## config.mk

```make
export PLATFORM = sky130hd
export DESIGN_NAME = instr_fetch_stage_flat
export DESIGN_NICKNAME = d
export VERILOG_FILES = /design/src/rtl/cpu_pkg.sv /design/src/rtl/instr_fetch_stage_if.sv /design/src/rtl/if_id_reg.sv /design/src/rtl/instr_fetch_stage.sv /design/src/flat_wrapper.sv
export SDC_FILE = /design/constraint.sdc
export NUM_CORES = 1
export LEC_CHECK = 0
export CORE_UTILIZATION = 42
export DETAILED_ROUTE_END_ITERATION = 6
export GPL_TIMING_DRIVEN = 0
export PLACE_DENSITY = 0.82
export SETUP_SLACK_MARGIN = 0.02
export SLEW_MARGIN = 15
export SYNTH_ARGS = -nofsm -noshare
export SYNTH_HDL_FRONTEND = slang
export SYNTH_HIERARCHICAL = 1
export SYNTH_SLANG_ARGS = --single-unit
```

## constraint.sdc

```tcl
create_clock -name clk -period 2.4 [get_ports clk]
set_input_delay 0.24 -clock clk [delete_from_list [all_inputs] [get_ports clk]]
set_output_delay 0.24 -clock clk [all_outputs]
set_load 0.01 [all_outputs]
```

## src/rtl/cpu_pkg.sv

```systemverilog
`default_nettype none
// ============================================================================
// Module  : cpu_pkg
// Brief   : Core-wide constants and the IF/ID pipeline record shared with decode.
// Revision: 1.0
// ============================================================================
package cpu_pkg;

    localparam int unsigned CPU_XLEN      = 32;
    localparam logic [31:0] CPU_RESET_PC  = 32'h0000_0000;
    localparam logic [31:0] CPU_NOP_INSTR = 32'h0000_0013;

    typedef struct packed {
        logic                valid;
        logic [CPU_XLEN-1:0] pc;
        logic [CPU_XLEN-1:0] pc4;
        logic [31:0]         instr;
    } if_id_t;

endpackage
`default_nettype wire

```

## src/rtl/instr_fetch_stage_if.sv

```systemverilog
`default_nettype none
// ============================================================================
// Module  : instr_fetch_stage_if
// Brief   : Instruction-memory bus between the fetch stage and the memory.
// Revision: 1.0
// ============================================================================
interface instr_fetch_stage_if #(
    parameter int unsigned XLEN = cpu_pkg::CPU_XLEN
);
    logic [XLEN-1:0] imem_addr_o;
    logic [31:0]     imem_instr_i;

    modport master (
        output imem_addr_o,
        input  imem_instr_i
    );

    modport slave (
        input  imem_addr_o,
        output imem_instr_i
    );
endinterface
`default_nettype wire

```

## src/rtl/if_id_reg.sv

```systemverilog
`default_nettype none
// ============================================================================
// Module  : if_id_reg
// Brief   : IF/ID pipeline register with reset, flush and hold controls.
// Revision: 1.0
// ============================================================================
module if_id_reg
    import cpu_pkg::*;
#(
    parameter logic [31:0] NOP_INSTR = CPU_NOP_INSTR
) (
    input  wire logic clk,
    input  wire logic reset,
    input  wire logic hold,
    input  wire logic flush,
    input  if_id_t    d,
    output if_id_t    q
);

    if_id_t r_q;

    // Flush wins over hold; pc/pc4 are left alone on flush.
    always_ff @(posedge clk) begin
        if (reset) begin
            r_q.valid <= 1'b0;
            r_q.pc    <= '0;
            r_q.pc4   <= '0;
            r_q.instr <= NOP_INSTR;
        end else if (flush) begin
            r_q.valid <= 1'b0;
            r_q.instr <= NOP_INSTR;
        end else if (!hold) begin
            r_q <= d;
        end
    end

    assign q = r_q;

endmodule
`default_nettype wire

```

## src/rtl/instr_fetch_stage.sv

```systemverilog
`default_nettype none
// ============================================================================
// Module  : instr_fetch_stage
// Brief   : IF stage: PC register, imem addressing, IF/ID capture, stall and
//           redirect/flush. Define IF_PERF_CNT_EN to add fetch/stall/flush
//           performance counters.
// Revision: 1.0
// ============================================================================
module instr_fetch_stage
    import cpu_pkg::*;
#(
    parameter int unsigned XLEN      = CPU_XLEN,   // must match CPU_XLEN (if_id_t width)
    parameter logic [31:0] RESET_PC  = CPU_RESET_PC,
    parameter logic [31:0] NOP_INSTR = CPU_NOP_INSTR
) (
    input  wire logic               clk,
    input  wire logic               reset,
    input  wire logic               stall_i,
    input  wire logic               redirect_i,
    input  wire logic [XLEN-1:0]    redirect_pc_i,
    instr_fetch_stage_if.master     imem,
    output logic                    id_valid_o,
    output logic [XLEN-1:0]         id_pc_o,
    output logic [XLEN-1:0]         id_pc4_o,
    output logic [31:0]             id_instr_o,
    output logic                    misalign_o
`ifdef IF_PERF_CNT_EN
    ,
    output logic [31:0]             perf_fetch_o,
    output logic [31:0]             perf_stall_o,
    output logic [31:0]             perf_flush_o
`endif
);

    logic [XLEN-1:0] r_pc;
    logic            r_misalign;
    logic [XLEN-1:0] w_pc4;
    logic            w_advance;
    logic            w_stall_only;
    if_id_t          w_if_id_d;
    if_id_t          w_if_id_q;

    assign w_pc4        = r_pc + XLEN'(4);
    assign w_advance    = !redirect_i && !stall_i;
    assign w_stall_only = !redirect_i && stall_i;

    // Redirect targets are forced word-aligned so the pc[1:0]==0 invariant holds.
    always_ff @(posedge clk) begin
        if (reset) begin
            r_pc       <= XLEN'(RESET_PC);
            r_misalign <= 1'b0;
        end else begin
            r_misalign <= redirect_i && (redirect_pc_i[1:0] != 2'b00);
            if (redirect_i) begin
                r_pc <= {redirect_pc_i[XLEN-1:2], 2'b00};
            end else if (!stall_i) begin
                r_pc <= w_pc4;
            end
        end
    end

    assign imem.imem_addr_o = r_pc;

    always_comb begin
        w_if_id_d.valid = 1'b1;
        w_if_id_d.pc    = r_pc;
        w_if_id_d.pc4   = w_pc4;
        w_if_id_d.instr = imem.imem_instr_i;
    end

    if_id_reg #(
        .NOP_INSTR (NOP_INSTR)
    ) u_if_id_reg (
        .clk   (clk),
        .reset (reset),
        .hold  (stall_i),
        .flush (redirect_i),
        .d     (w_if_id_d),
        .q     (w_if_id_q)
    );

    assign id_valid_o = w_if_id_q.valid;
    assign id_pc_o    = w_if_id_q.pc;
    assign id_pc4_o   = w_if_id_q.pc4;
    assign id_instr_o = w_if_id_q.instr;
    assign misalign_o = r_misalign;

`ifdef IF_PERF_CNT_EN
    logic [31:0] r_perf_fetch;
    logic [31:0] r_perf_stall;
    logic [31:0] r_perf_flush;

    // Every non-reset cycle is exactly one of advance, stall-only or redirect.
    always_ff @(posedge clk) begin
        if (reset) begin
            r_perf_fetch <= '0;
            r_perf_stall <= '0;
            r_perf_flush <= '0;
        end else if (redirect_i) begin
            r_perf_flush <= r_perf_flush + 32'd1;
        end else if (w_stall_only) begin
            r_perf_stall <= r_perf_stall + 32'd1;
        end else if (w_advance) begin
            r_perf_fetch <= r_perf_fetch + 32'd1;
        end
    end

    assign perf_fetch_o = r_perf_fetch;
    assign perf_stall_o = r_perf_stall;
    assign perf_flush_o = r_perf_flush;
`else
    logic w_unused_perf;
    assign w_unused_perf = w_advance ^ w_stall_only;
`endif

endmodule
`default_nettype wire
```

## src/flat_wrapper.sv

```systemverilog
// flat-port wrapper written by rule: the top's interface ports become plain ports
module instr_fetch_stage_flat import cpu_pkg::*;
#(
    parameter int unsigned XLEN      = CPU_XLEN,                                         
    parameter logic [31:0] RESET_PC  = CPU_RESET_PC,
    parameter logic [31:0] NOP_INSTR = CPU_NOP_INSTR
)
  (clk, reset, stall_i, redirect_i, redirect_pc_i, id_valid_o, id_pc_o, id_pc4_o, id_instr_o, misalign_o, imem_imem_addr_o, imem_imem_instr_i);
  instr_fetch_stage_if #(.XLEN(XLEN)) imem_i ();
  input  wire logic clk;
  input  wire logic reset;
  input  wire logic stall_i;
  input  wire logic redirect_i;
  input  wire logic [XLEN-1:0] redirect_pc_i;
  output logic id_valid_o;
  output logic [XLEN-1:0] id_pc_o;
  output logic [XLEN-1:0] id_pc4_o;
  output logic [31:0] id_instr_o;
  output logic misalign_o;
  output wire logic [$bits(imem_i.imem_addr_o)-1:0] imem_imem_addr_o;
  input wire logic [$bits(imem_i.imem_instr_i)-1:0] imem_imem_instr_i;
  assign imem_imem_addr_o = imem_i.imem_addr_o;
  assign imem_i.imem_instr_i = imem_imem_instr_i;
  instr_fetch_stage #(.XLEN(XLEN), .RESET_PC(RESET_PC), .NOP_INSTR(NOP_INSTR)) u_core (.clk(clk), .reset(reset), .stall_i(stall_i), .redirect_i(redirect_i), .redirect_pc_i(redirect_pc_i), .imem(imem_i), .id_valid_o(id_valid_o), .id_pc_o(id_pc_o), .id_pc4_o(id_pc4_o), .id_instr_o(id_instr_o), .misalign_o(misalign_o));
endmodule
```

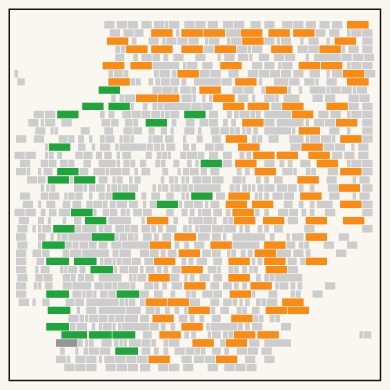
run_1/registers.png
(3 px per um)
green -> u_core/imem.imem_addr_o  # placed flops 30
orange -> u_core/u_if_id_reg/q  # placed flops 97
power in sequential cells: 2.32 mW
sequential fraction of total cell area: 0.2815
fin util: 0.6507

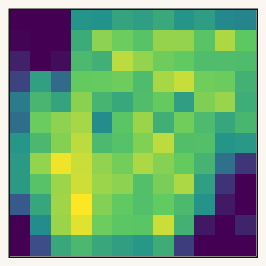
run_1/density.png
(2 px per um) 12 x 12 tiles, from dark purple (low) to yellow (high), 0 to 100% covered.
tiles over 75% full = 36%
fullest tile = 100%
nearly empty tiles = 10%
mean over tiles = 59%
area inside the core boundary: 14100 um^2
effective utilization at floorplan: 0.4380

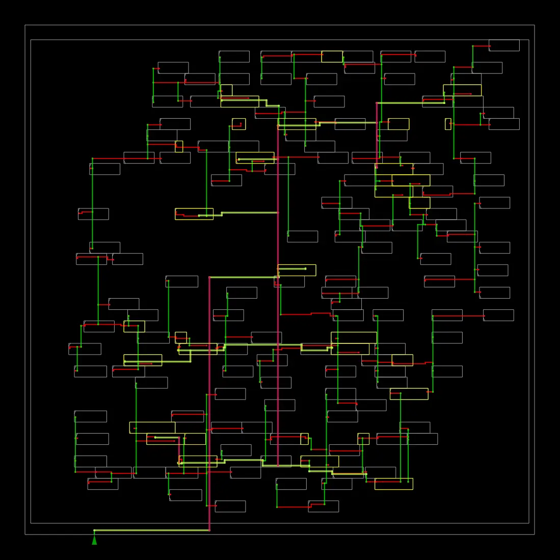
run_1/final_clocks.png
registers: 128
clock skew after layout: 5.999 ps
Inserted Clock Buffers: 17
number of clock buffers in the layout: 24
clock sinks: 128

[run 1: worst max-delay path, cell delays in order (launching register included)]
cell and delay, ps:
dfxtp_2 350, buf_6 130, nand4_4 140, or4_4 520, buf_6 160, nor3_2 180
xor2_1 250, or3b_1 380, a21oi_1 130
[run 1: layer usage]
metal  vias up  part of all wire  GRT usage
met5         -                 0          0
li1       3003                 -          -
met3        46             0.098    0.07611
met4         0             0.024     0.1047
met1      2892              0.40     0.3163
met2       315              0.48     0.4190
[run 1: power by group through the flow]
stage / registers, mW / logic (mW) / clock network [mW]
final: 2.32 / 0.785 / 2.63
after global routing: 2.33 / 0.838 / 2.76
after CTS: 2.32 / 0.768 / 2.66
after detailed placement: 2.36 / 0.761 / 0
after global placement: 2.35 / 0.753 / 0
after floorplan: 2.37 / 0.336 / 0
[run 1: sequential cells by signal, indices dropped and copies added (netlist names)]
register	flops
u_core/u_if_id_reg/q	97
u_core/misalign_o	1
u_core/imem.imem_addr_o	30
[run 1: worst max path at each step]
stage                               end                         from  slack [ps]
2_1_floorplan  u_core/u_if_id_reg/q[63]  u_core/imem.imem_addr_o[10]          30
3_3_place_gp   u_core/u_if_id_reg/q[63]   u_core/imem.imem_addr_o[2]        -660
3_5_place_dp   u_core/u_if_id_reg/q[60]   u_core/imem.imem_addr_o[2]        -370
4_1_cts        u_core/u_if_id_reg/q[60]   u_core/imem.imem_addr_o[2]          30
5_1_grt        u_core/u_if_id_reg/q[62]   u_core/imem.imem_addr_o[6]           2
6_report       u_core/u_if_id_reg/q[57]  u_core/imem.imem_addr_o[10]          80
[run 1: cell type report]
cell class | count | area, um^2
Buffer | 69 | 390.4
Clock buffer | 24 | 511.7
Inverter | 9 | 33.78
Timing Repair Buffer | 205 | 2024
Fill cell | 1195 | 4923
Sequential cell | 128 | 2582
Clock inverter | 8 | 101.3
Tap cell | 180 | 225.2
Multi-Input combinational cell | 508 | 3303
[run 1: cell families (layout without fill, tap and decap cells)]
logic type	Yosys count	in the layout
adders and majority gates	1	1
AOI/OAI and AO/OA	182	182
and+or+nand+nor	247	247
xor gates and xnor gates	37	37
DFF	128	128
other	2	7
buffers and inverters	79	315
muxes	34	34
[run 1: synth_stat cells, types with 2 or more instances]
library cell	number
buf_6	7
o21ai_0	68
a221oi_1	2
o221ai_1	4
clkbuf_1	48
clkbuf_2	2
o31ai_1	5
conb_1	2
a211oi_1	8
nor2_1	66
or4_1	7
and4_1	3
nor2b_1	2
buf_8	3
mux2i_1	34
xnor2_1	24
or3b_1	54
a41o_1	2
nand2b_1	3
a21oi_1	73
nand4_1	13
a311oi_1	10
nand2_1	32
or2_2	2
buf_4	2
and2_1	3
buf_1	2
nor3_1	10
and3_1	14
or3_1	8
inv_1	9
a2111oi_0	4
a311o_1	2
xor2_1	13
nand3_1	9
dfxtp_1	128
or3b_2	10
buf_2	6
nor4_1	4
[run 1: what timing repair did]
item	4_1_cts	5_1_grt
gates resized	19	28
pin swaps	2	3
endpoints found under the setup margin	20	19
setup buffers	1	10
==> run summary, run 1 <==
This note records the results obtained with Yosys and OpenROAD.

Pwr
The total power after layout is 5.738 mW. The leakage power figure is 3.337 nW. The internal power summed over all cells is 4.326 mW. The analysis reports a worst IR drop on VDD of 0.4946 mV. The cell area power density is 625.6 nW/um^2.

The script computed the net switching share of total power as 0.2460. The total net switching power is 1.412 mW. The share of total power dissipated in combinational logic is 0.137. The power report attributes to the clock group a share of 0.459. The share of total power dissipated in sequential elements is 0.405.

Min path
The type of the worst min-delay path is in2reg. The terminating pin of the worst hold path is u_core/u_if_id_reg/q[94]. The startpoint of the worst hold path is stall_i. In the hold timing report, the worst path depth is 3.

Setup path
The class of the most critical setup path is reg2reg. The maximum net fanout on the critical path is 9. The worst register-to-register path ends at u_core/u_if_id_reg/q[57]. The kind of launch point of the worst setup path is a flip-flop.

The category of the worst setup path capture point is a flip-flop. According to the timing report, the data required time at the worst endpoint equals 2750 ps. The critical path data arrival time is 2670 ps. The number of cells traversed by the worst register-to-register path is 8. STA reports a reg2reg setup slack of 80 ps.

Looking at the reg2reg group, the worst path starts from u_core/imem.imem_addr_o[10].

Yosys
Once synthesis finished, the tally of register bits stood at 128. The main area contributors are dfxtp_1 41%, or3b_1 7.7%, a21oi_1 5.9%. The simple-gate area share of the yosys netlist is 0.2393. The number of warning messages in the yosys log is 6.

After synthesis, the share of cell area in mux cells is 0.05512. For this run, the leading register cell type out of synthesis is dfxtp_1. The and-or/or-and share of the synthesized area is 0.1700. Per the synthesis report, the number of distinct cell types is 51. For this run, asynchronously set or reset flops after synthesis account for 0. The combinational family with the most area after synthesis is simple AND/OR/NAND/NOR gates. The adder and majority cell fraction of the synthesized area is 0.002026. The sequential-to-total area share from yosys stat is 0.4150. The area share of the largest cell type after synthesis is 0.4150. The chip area in the Yosys report is 6175 um^2. Summed over all instances, the cell type with the most area after synthesis is dfxtp_1.

The post-synthesis area per instance is 8.697 um^2. The xor and xnor fraction of the mapped netlist area is 0.05248. The synthesized netlist occupies a cell area of 6175 um^2.

The number of cells in Yosys stat is 710. Counting every instance in the synthesized netlist gives 710. The number of enable flip-flop cells is 0.

CTS
Buffers inserted to repair hold after CTS numbered 0. The maximum clock path buffer count is 2. The clock latency at the later pin of the worst-skew pair is 420 ps. In this run the clock root is driven by a clkbuf_16. The clock tree from TritonCTS is built. The maximum level of the CTS H-tree is 4. The registers of the reported paths see a clock transition of 60 ps.

GRT
The initial antenna violation count is 0. The pin count of the biggest net entering global routing is 17. The number of global-route vias before repair came to 5671.

For this run the aggregate overflow at the end of global routing stands at 0. The wire length of the first global-routing pass is 29700 um. The overall track demand over capacity in global routing is 0.2572.

Placement
At the end of routability-driven placement, the weighted congestion stood at 0.9060. The detailed placer's ending HPWL is 14270 um. The placed instances occupy a cell area of 8367 um^2. Per the placement log, port buffering inserted 194 buffers.

The number of cells in the design after placement is 1089. The worst setup timing slack at the placement stage is -372.8 ps.

Routing
The number of vias per cell is 5.531. The number of nets still failing antenna checks after routing is 0. The routed layout has 6256 vias. The first TritonRoute pass finished after 5 iterations.

The final routed wire length divided by cell count is 17.68 um. The number of design rule violations left after detail routing is 0. Wires add up to 20000 um.

The detailed router finished its first iteration with 529 violations.

Layout
Summing all non-filler instances in the final layout gives an area of 9173 um^2. The number of cells in the finished layout apart from fillers is 1131. The library cells used most frequently in the layout, excluding fill and tap cells, are 194 x clkdlybuf4s50_1, 114 x dfxtp_1, 73 x a21oi_1, 68 x o21ai_0, 65 x nor2_1. The final layout net count is 1007. The most used logic cell in the final layout is clkdlybuf4s50_1.

The fraction of layout instances using a drive strength above 1 is 0.1104. 0 antenna diodes ended up in the layout. The growth of design area from synthesis to finish is 48.55%.

STA
Setup repair after global routing left no endpoint under its margin. The last timing report of the flow puts the setup violation total at 0. The setup TNS is 0 ps. The count of pins over their slew limit is 0.

The final timing report lists a hold violation count of 0. The minimum clock period is 2322 ps. The final hold slack is 168.9 ps. The final timing summary puts the cycle share of the worst path at 0.9674.

In this build the clock could be raised as far as 430.7 MHz. The relative slew slack is 0.4308. Across all setup checks in the final design, the least slack found is 78.35 ps. The slew at the pin closest to its max-slew limit is 847.3 ps.

Floorplan
The chip height is 123.3 um. The number of top-level pins is 198. The overall die area is 15190 um^2. The floorplan step set the die width to 123.3 um. The report lists the number of standard-cell rows as 43.

Flow run
The number of max-cap violations is 0. Warnings raised by the tools during the run amount to 26.

Run status
The run finished with clean final reports.
==> run 1 -> run 2 <==
--- a/config.mk
+++ b/config.mk
@@ -5,6 +5,7 @@
 export SDC_FILE = /design/constraint.sdc
 export NUM_CORES = 1
 export LEC_CHECK = 0
+export ABC_CLOCK_PERIOD_IN_PS = 2400
 export CORE_UTILIZATION = 42
 export DETAILED_ROUTE_END_ITERATION = 6
 export GPL_TIMING_DRIVEN = 0
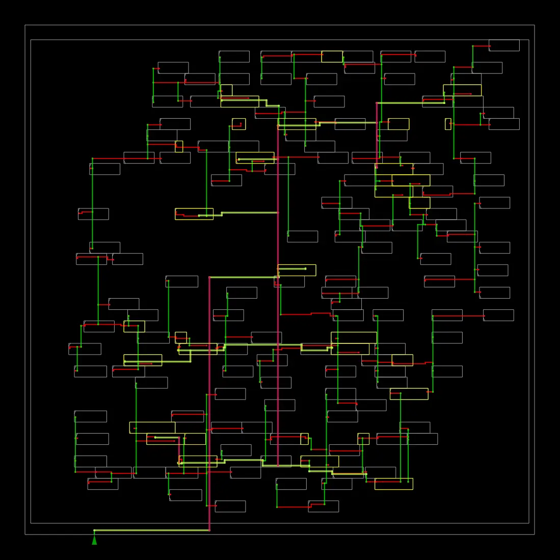
run_2/final_clocks.png
Clk Latency, worst-skew pair: 420 ps
clock network power consumption: 2.63 mW

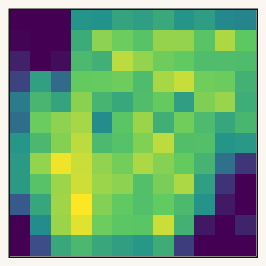
run_2/density.png
(2 px per um) 12 x 12 tiles, from dark purple (low) to yellow (high), 0 to 100% covered.
tiles over 75% full = 36%
mean over tiles = 59%
fullest tile = 100%

==> run summary, run 2 <==
This note records the results obtained with Yosys and OpenROAD.

CTS
TritonCTS built the clock tree. The tree is rooted in a clkbuf_16. CTS added clock buffers totalling 17. The number of clock sinks is 128.

Looking at the worst setup and hold paths, the clock pins of their registers show a slew of 60 ps. The maximum clock path buffer count is 2. The H-tree generated during clock tree synthesis spans 4 levels.

Placement
Input and output buffers added on the ports amount to 194. At the end of routability-driven placement, the weighted congestion stood at 0.9060. The detailed placer's ending HPWL is 14270 um.

Floorplan
The die is 123.3 um wide. The floorplan report gives the top-level pin count as 198. After floorplanning, the core was divided into 43 placement rows. The overall die area is 15190 um^2. The region available for standard cell placement spans 14100 um^2. The fraction of the core area occupied by cells at floorplan is 0.4380. The chip height is 123.3 um.

Yosys
The post-synthesis area per instance is 8.697 um^2. Of the post-synthesis cell area, the dominant cell type holds 0.4150. The number of cells reported by Yosys stat comes to 710.

The synthesized instance count is 710. The number of enable flip-flop cells is 0. Among all flip-flop cells after synthesis, the most frequent one is dfxtp_1. In this run the cell area of the synthesized design comes to 6175 um^2. The number of different library cells in the post-synthesis netlist is 51. The post-synthesis cell type with the largest instance count is dfxtp_1. The main area contributors are dfxtp_1 41%, or3b_1 7.7%, a21oi_1 5.9%.

During synthesis, Yosys emitted a total of 6 warnings. The sequential-to-total area share from yosys stat is 0.4150. The share of flip-flops with an asynchronous set or reset is 0. In the synthesized netlist, the cells that appear most often are 128 x dfxtp_1, 73 x a21oi_1, 68 x o21ai_0. The chip area in the Yosys report is 6175 um^2.

STA
The count of pins over their slew limit is 0. The number of hold violations in the final report is 0. The minimum clock period is 2322 ps. The share of the clock period used by the worst path is 0.9674.

Setup repair after global routing left no endpoint under its margin. The slew at the pin closest to its max-slew limit is 847.3 ps. The max-slew check reports its worst relative slack as 0.4308. The setup TNS is 0 ps. The number of endpoints failing setup at the final stage is 0.

Layout
The flow measured a signed area growth from synthesis to layout of 48.55%. The fraction of layout instances using a drive strength above 1 is 0.1104. Leaving out buffers and inverters, the combinational logic in the layout accounts for 3303 um^2. For this run, the script counts the antenna cells in the layout as 0. Leaving out fill and tap cells, the most frequent cells in the layout are 194 x clkdlybuf4s50_1, 114 x dfxtp_1, 73 x a21oi_1, 68 x o21ai_0, 65 x nor2_1.

The filler cells instantiated in the layout total 1195. The final layout net count is 1007. The register with the most flip-flops in the layout has 97 of them.

Pwr
The share of total power dissipated in combinational logic is 0.137. The leakage power figure is 3.337 nW. The internal power of the cells totals 4.326 mW. The worst-case IR drop observed on VDD is 0.4946 mV. The total net switching power is 1.412 mW.

The cell area power density is 625.6 nW/um^2. The power report attributes to the clock group a share of 0.459. The script computed the net switching share of total power as 0.2460.

Min path
In the hold timing report, the worst path depth is 3. In the hold report, the worst path ends at u_core/u_if_id_reg/q[94]. The tightest min-delay check is of the in2reg type.

Setup path
The worst setup path is captured at a flip-flop. The OpenROAD report gives the critical path a data arrival time of 2670 ps. The maximum net fanout on the critical path is 9. The kind of launch point of the worst setup path is a flip-flop. The slowest cell on the critical path is or4_4. The data required time of the worst path is 2750 ps. The cell sequence reported for the critical path is buf_6 -> nand4_4 -> or4_4 -> buf_6 -> nor3_2 -> xor2_1 -> or3b_1 -> a21oi_1. Looking at the setup timing report, the critical path kind is reg2reg. Counting stages on the worst path, the most repeated cell is buf_6. The worst register-to-register path depth is 8. On the worst path, the slowest cell contributes a delay of 520 ps. The reg-to-reg startpoint is u_core/imem.imem_addr_o[10].

GRT
The initial antenna violation count was 0. The wire length of the first global-routing pass is 29700 um. The global-route congestion overflow total is 0. The overall track demand over capacity in global routing is 0.2572.

Entering global routing, the biggest net connects 17 pins.

Routing
Nets still carrying antenna violations after routing amount to 0. The number of design rule violations left after detail routing is 0. After detailed routing, the average wire length per cell comes to 17.68 um. The total via count after detailed routing is 6256.

The number of optimization iterations in the first detailed-route pass is 5. The number of vias per cell is 5.531.

Run status
The flow ran to the end, and the final reports show no timing, DRC or antenna violations.

Flow run
The stage logs contain a warning count of 26.
## run 2: cell counts after synthesis
Identical to the previous run, type by type.
## run 2: worst max-delay path by stage
stage	from	endpoint	slack [ps]	depth (start not counted)
after floorplan	u_core/imem.imem_addr_o[10]	u_core/u_if_id_reg/q[63]	30	7
after global placement	u_core/imem.imem_addr_o[2]	u_core/u_if_id_reg/q[63]	-660	6
after detailed placement	u_core/imem.imem_addr_o[2]	u_core/u_if_id_reg/q[60]	-370	8
after CTS	u_core/imem.imem_addr_o[2]	u_core/u_if_id_reg/q[60]	30	8
after global routing	u_core/imem.imem_addr_o[6]	u_core/u_if_id_reg/q[62]	2	7
final	u_core/imem.imem_addr_o[10]	u_core/u_if_id_reg/q[57]	80	8
## run 2: power groups by stage
stage	combinational, mW	sequential (mW)	clock [mW]
after floorplan	0.336	2.37	0
after CTS	0.768	2.32	2.66
after detailed placement	0.761	2.36	0
after global placement	0.753	2.35	0
final	0.785	2.32	2.63
after global routing	0.838	2.33	2.76
## run 2: per-layer routing
layer,GRT usage,share of wire
met1,0.3163,0.40
met2,0.4190,0.48
met3,0.07611,0.098
met4,0.1047,0.024
met5,0,0
## run 2: cells by family (layout without fill, tap and decap cells)
group                    Yosys count  count (layout)  share of synthesized area
AND/OR/NAND/NOR                  247             247                     0.2393
AND-OR/OR-AND                    182             182                     0.1700
flip-flops                       128             128                     0.4150
buffers and inverters             79             315                    0.06484
XOR/XNOR                          37              37                    0.05248
multiplexers                      34              34                    0.05512
other                              2               7                   0.001216
adder cells (fa/ha/maj)            1               1                   0.002026
## run 2: final cells by class
cell class / count / area share
multi-input cells: 508 / 0.3601
flip-flops and latches: 128 / 0.2815
repair buffers: 205 / 0.2207
clock buffers: 24 / 0.05579
plain buffers: 69 / 0.04256
well taps: 180 / 0.02455
clock inverters: 8 / 0.01105
inverters: 9 / 0.003683
## run 2: worst max-delay path: cells and delay by family, from the launching register on
kind | cells | cell delay [ps]
AND/OR/NAND/NOR | 4 | 1220
flip-flops | 1 | 350
buffers and inverters | 2 | 290
XOR/XNOR | 1 | 250
AND-OR/OR-AND | 1 | 130
## run 2: what timing repair did
item | CTS | global route
hold buffers | 0 | 0
pin swaps | 2 | 3
hold endpoints to repair | 0 | 0
gates resized | 19 | 28
setup buffers | 1 | 10
setup endpoints to repair | 20 | 19
## run 2: metrics by stage
step | instance area (um^2) | total power, mW | setup slack, ps | instances | util
floorplan | 6193 | 2.705 | 30.95 | 715 | -
global placement | 8361 | 3.106 | -656.6 | 1089 | 0.5931
detailed placement | 8367 | 3.117 | -372.8 | 1089 | 0.5936
CTS | 9052 | 5.747 | 31.04 | 1121 | 0.6422
global route | 9173 | 5.936 | 1.519 | 1131 | 0.6507
finish | 9173 | 5.738 | 78.35 | 1131 | 0.6507
run_2/registers.png
(3 px per um)
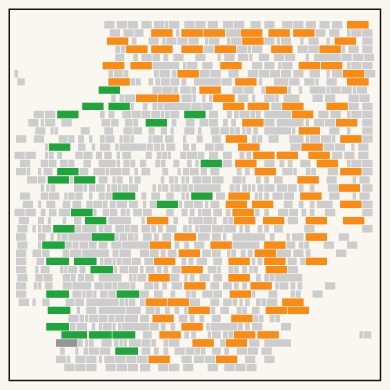

==> run 2 -> run 3 <==
--- a/config.mk
+++ b/config.mk
@@ -5,7 +5,7 @@
 export SDC_FILE = /design/constraint.sdc
 export NUM_CORES = 1
 export LEC_CHECK = 0
-export ABC_CLOCK_PERIOD_IN_PS = 2400
+export ABC_CLOCK_PERIOD_IN_PS = 2000
 export CORE_UTILIZATION = 42
 export DETAILED_ROUTE_END_ITERATION = 6
 export GPL_TIMING_DRIVEN = 0
==> constraint.sdc (replaced) <==
create_clock -name clk -period 2 [get_ports clk]
set_input_delay 0.2 -clock clk [delete_from_list [all_inputs] [get_ports clk]]
set_output_delay 0.2 -clock clk [all_outputs]
set_load 0.01 [all_outputs]
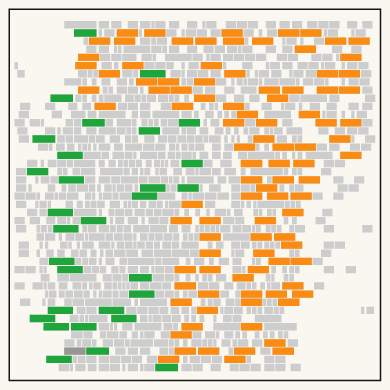
run_3/registers.png
(3 px per um)
green -> u_core/imem.imem_addr_o  # placed flops 30
orange -> u_core/u_if_id_reg/q  # placed flops 97
not colored = 1
Sequential Area: 2639 um^2
fin util: 0.7005
power in sequential cells: 2.78 mW
sequential fraction of total cell area: 0.2672

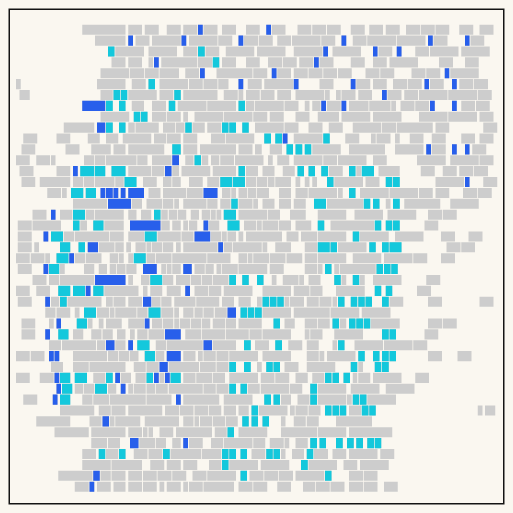
run_3/gate_families.png
(4 px per um)
blue -> NOR gates  # cells 84, where widely spread
cyan -> inverting AOI/OAI gates  # cells 176
logic share of the area: 0.3628
most frequent logic cell in the layout: clkdlybuf4s50_1
Finished Layout Cells: 1169

==> run summary, run 3 <==
This note records the results obtained with Yosys and OpenROAD.

Floorplan
198 I/O pins were placed. The overall die area is 15190 um^2. The chip height is 123.3 um. The fraction of the core area occupied by cells at floorplan is 0.4380. After floorplanning, the core was divided into 43 placement rows. The area of the core is 14100 um^2. The horizontal die dimension is 123.3 um.

Yosys
The most frequently used flop master after synthesis is dfxtp_1. The share of flip-flops with an asynchronous set or reset is 0. The stat command in Yosys gives a chip area of 6175 um^2. The number of cells in Yosys stat is 710. The netlist area before placement is 6175 um^2.

The biggest area consumer among synthesized cells is dfxtp_1. The post-synthesis area per instance is 8.697 um^2. The post-synthesis cell count is 710.

The number of synthesized register bits is 128. The area fraction of the largest cell type after synthesis is 0.4150. Per Yosys stat, the portion of area used by sequential elements is 0.4150. The warning tally printed by Yosys for this design is 6. The synthesized design contains 0 enable-type register cells. Yosys attributes the largest share of cell area to dfxtp_1 41%, or3b_1 7.7%, a21oi_1 5.9%.

Counting distinct cell types in the post-synthesis netlist gives 51. The post-synthesis cell type with the largest instance count is dfxtp_1. Counting instances in the post-synthesis netlist gives the leading cell types as 128 x dfxtp_1, 73 x a21oi_1, 68 x o21ai_0.

Setup path
The reg-to-reg startpoint is u_core/imem.imem_addr_o[2]. The end of the worst register-to-register path is u_core/imem.imem_addr_o[16]. The number of cells traversed by the worst register-to-register path is 6. The worst setup path is launched from a flip-flop.

The required time at the worst endpoint is listed as 2200 ps. The class of the most critical setup path is reg2reg. The category of the worst setup path capture point is a flip-flop. The setup slack of the worst register-to-register path is -600 ps. The maximum net fanout on the critical path is 10. The critical path data arrival time is 2790 ps.

STA
The worst-case clock skew is 10.15 ps. The tightest hold path in the finished design has a slack of 125.1 ps. The final report lists the setup-violating endpoint count as 20. Endpoints failing hold in the final report were tallied at 0. The relative slew slack is 0.1175. The setup TNS is -4001 ps.

The smallest clock period supported by the final layout is computed as 2597 ps. The transition time recorded at the tightest slew-check pin is 1290 ps. Setup repair after global routing could not meet its margin everywhere. Max-slew check failures listed in the final report amount to 0. Per the timing report, the achievable frequency comes out to 385.1 MHz.

After layout, the worst setup slack is -597.0 ps. Post-route period utilization is reported as 1.299.

Pwr
Per the summary, power density relative to cell area is 718.1 nW/um^2. The analysis attributes to cell leakage a power of 3.702 nW. The worst vdd rail ir drop is 0.6124 mV. The total power after layout is 7.090 mW.

Min path
Looking at hold timing, the worst path starts from stall_i. The type of the worst min-delay path is in2reg. The terminating pin of the worst hold path is u_core/u_if_id_reg/q[94]. The instance count along the most critical hold path is 3.

Routing
The number of design rule violations left after detail routing is 0. The final layout contains routed wiring with a total length of 23130 um. The detailed router finished its first iteration with 788 violations. Per the detail_route report, routed wire per instance is 19.78 um. The count of nets left with antenna violations once routing finished came out at 0.

The number of vias per cell is 5.823. The number of optimization iterations in the first detailed-route pass is 6. The routed layout has 6807 vias.

CTS
The clock passes through at most 2 buffers. The post-CTS hold buffer count recorded in the log is 0. Clock-pin slew was measured on the worst setup and hold paths at 60 ps. For the worst-skew pair, the clock arrives at the later sink with an insertion delay of 430 ps.

The total CTS buffers is 17. The number of clock sinks is 128. Per the CTS log, the maximum H-tree level is 4. The clock tree from TritonCTS is built. The tree is rooted in a clkbuf_16.

GRT
The wire length of the first global-routing pass is 31170 um. The number of global-route vias before repair is 5962. The overall track demand over capacity in global routing is 0.2691. The global-route congestion overflow total is 0. The pin count of the biggest net entering global routing is 17. The initial antenna violation count was 1.

Flow run
The number of max-cap violations is 0. The stage logs contain a warning count of 29.

Placement
Per the placement report, the placed cell count is 1089. The final weighted congestion recorded by global placement is 0.9121. The tally of buffers added on design ports is 194. The detailed placer's ending HPWL is 14480 um. The placed instances occupy a cell area of 8482 um^2. STA on the placed design reports a worst setup slack of -557.5 ps.

Layout
The area growth from synthesis to layout is 59.92%. The final layout net count is 1043. The library cells used most frequently in the layout, excluding fill and tap cells, are 194 x clkdlybuf4s50_1, 103 x dfxtp_1, 69 x a21oi_1, 68 x o21ai_0, 60 x nor2_1. The flip-flop count of the largest register, all copies and words added is 97. In the final layout, the share of cells above drive strength 1 is 0.2047. The final instance area is 9874 um^2.

Run status
The run finished, with violations left. The final reports fail on setup timing.
-- run 3: cell types whose count changed in the layout (fill, tap and decap cells not counted), moves of 6 or more --
cell / delta
dfxtp_1: -11
xnor2_1: -9
dfxtp_4: +17
buf_4: +34
nand3_1: -6
xnor2_2: +9
dfxtp_2: -6
-- run 3: worst max path at each step --
stage                                     start                          end  slack, ps  cells past startpoint
floorplan            u_core/imem.imem_addr_o[4]     u_core/u_if_id_reg/q[63]        -30                      7
global placement                     redirect_i  u_core/imem.imem_addr_o[11]       -470                      7
detailed placement                   redirect_i  u_core/imem.imem_addr_o[11]       -560                      7
CTS                 u_core/imem.imem_addr_o[10]     u_core/u_if_id_reg/q[57]       -120                      8
global route         u_core/imem.imem_addr_o[2]  u_core/imem.imem_addr_o[16]       -750                      6
finish               u_core/imem.imem_addr_o[2]  u_core/imem.imem_addr_o[16]       -600                      6
-- run 3: critical path: stages, from the launching register on --
cell,delay [ps]
dfxtp_4,390
ha_4,170
nand3_4,120
buf_6,180
nor3_2,270
a311oi_1,150
a2111oi_0,1080
-- run 3: cells by family (layout without fill, tap and decap cells) --
family | count (synthesis) | in the layout | synth area share
xor gates and xnor gates | 37 | 37 | 0.05248
DFF | 128 | 128 | 0.4150
and+or+nand+nor | 247 | 247 | 0.2393
AOI/OAI and AO/OA | 182 | 182 | 0.1700
buffers and inverters | 79 | 351 | 0.06484
other | 2 | 9 | 0.001216
muxes | 34 | 34 | 0.05512
adders and majority gates | 1 | 1 | 0.002026
-- run 3: what timing repair did --
action / 4_1_cts / 5_1_grt
buffers inserted: 32 / 17
pin swaps: 19 / 26
endpoints found under the setup margin: 42 / 37
resized: 57 / 63
-- run 3: report_power, final --
group          leakage (nW)  switching (mW)  internal, mW  total [mW]
Clock                 0.294            1.21          2.03        3.24
Sequential             1.06           0.126          2.66        2.78
Combinational          2.35           0.505         0.563        1.07
-- run 3: layout make-up --
type | instances | area, um^2
fillers | 1024 | 4222
multi-input cells | 508 | 3582
flip-flops and latches | 128 | 2639
repair buffers | 243 | 2328
clock buffers | 20 | 456.7
plain buffers | 67 | 444.2
well taps | 180 | 225.2
clock inverters | 12 | 156.4
inverters | 9 | 37.54
diodes | 2 | 5.005
-- run 3: layer usage --
| layer | up-vias | track usage | wire length (um) |
|---|---|---|---|
| li1 | 3090 | - | - |
| met1 | 3151 | 0.3417 | 9021 |
| met2 | 460 | 0.4298 | 11010 |
| met3 | 106 | 0.07103 | 2106 |
| met4 | 0 | 0.1137 | 991 |
| met5 | - | 0 | 0 |
Power is estimated from default activity; no workload was simulated.
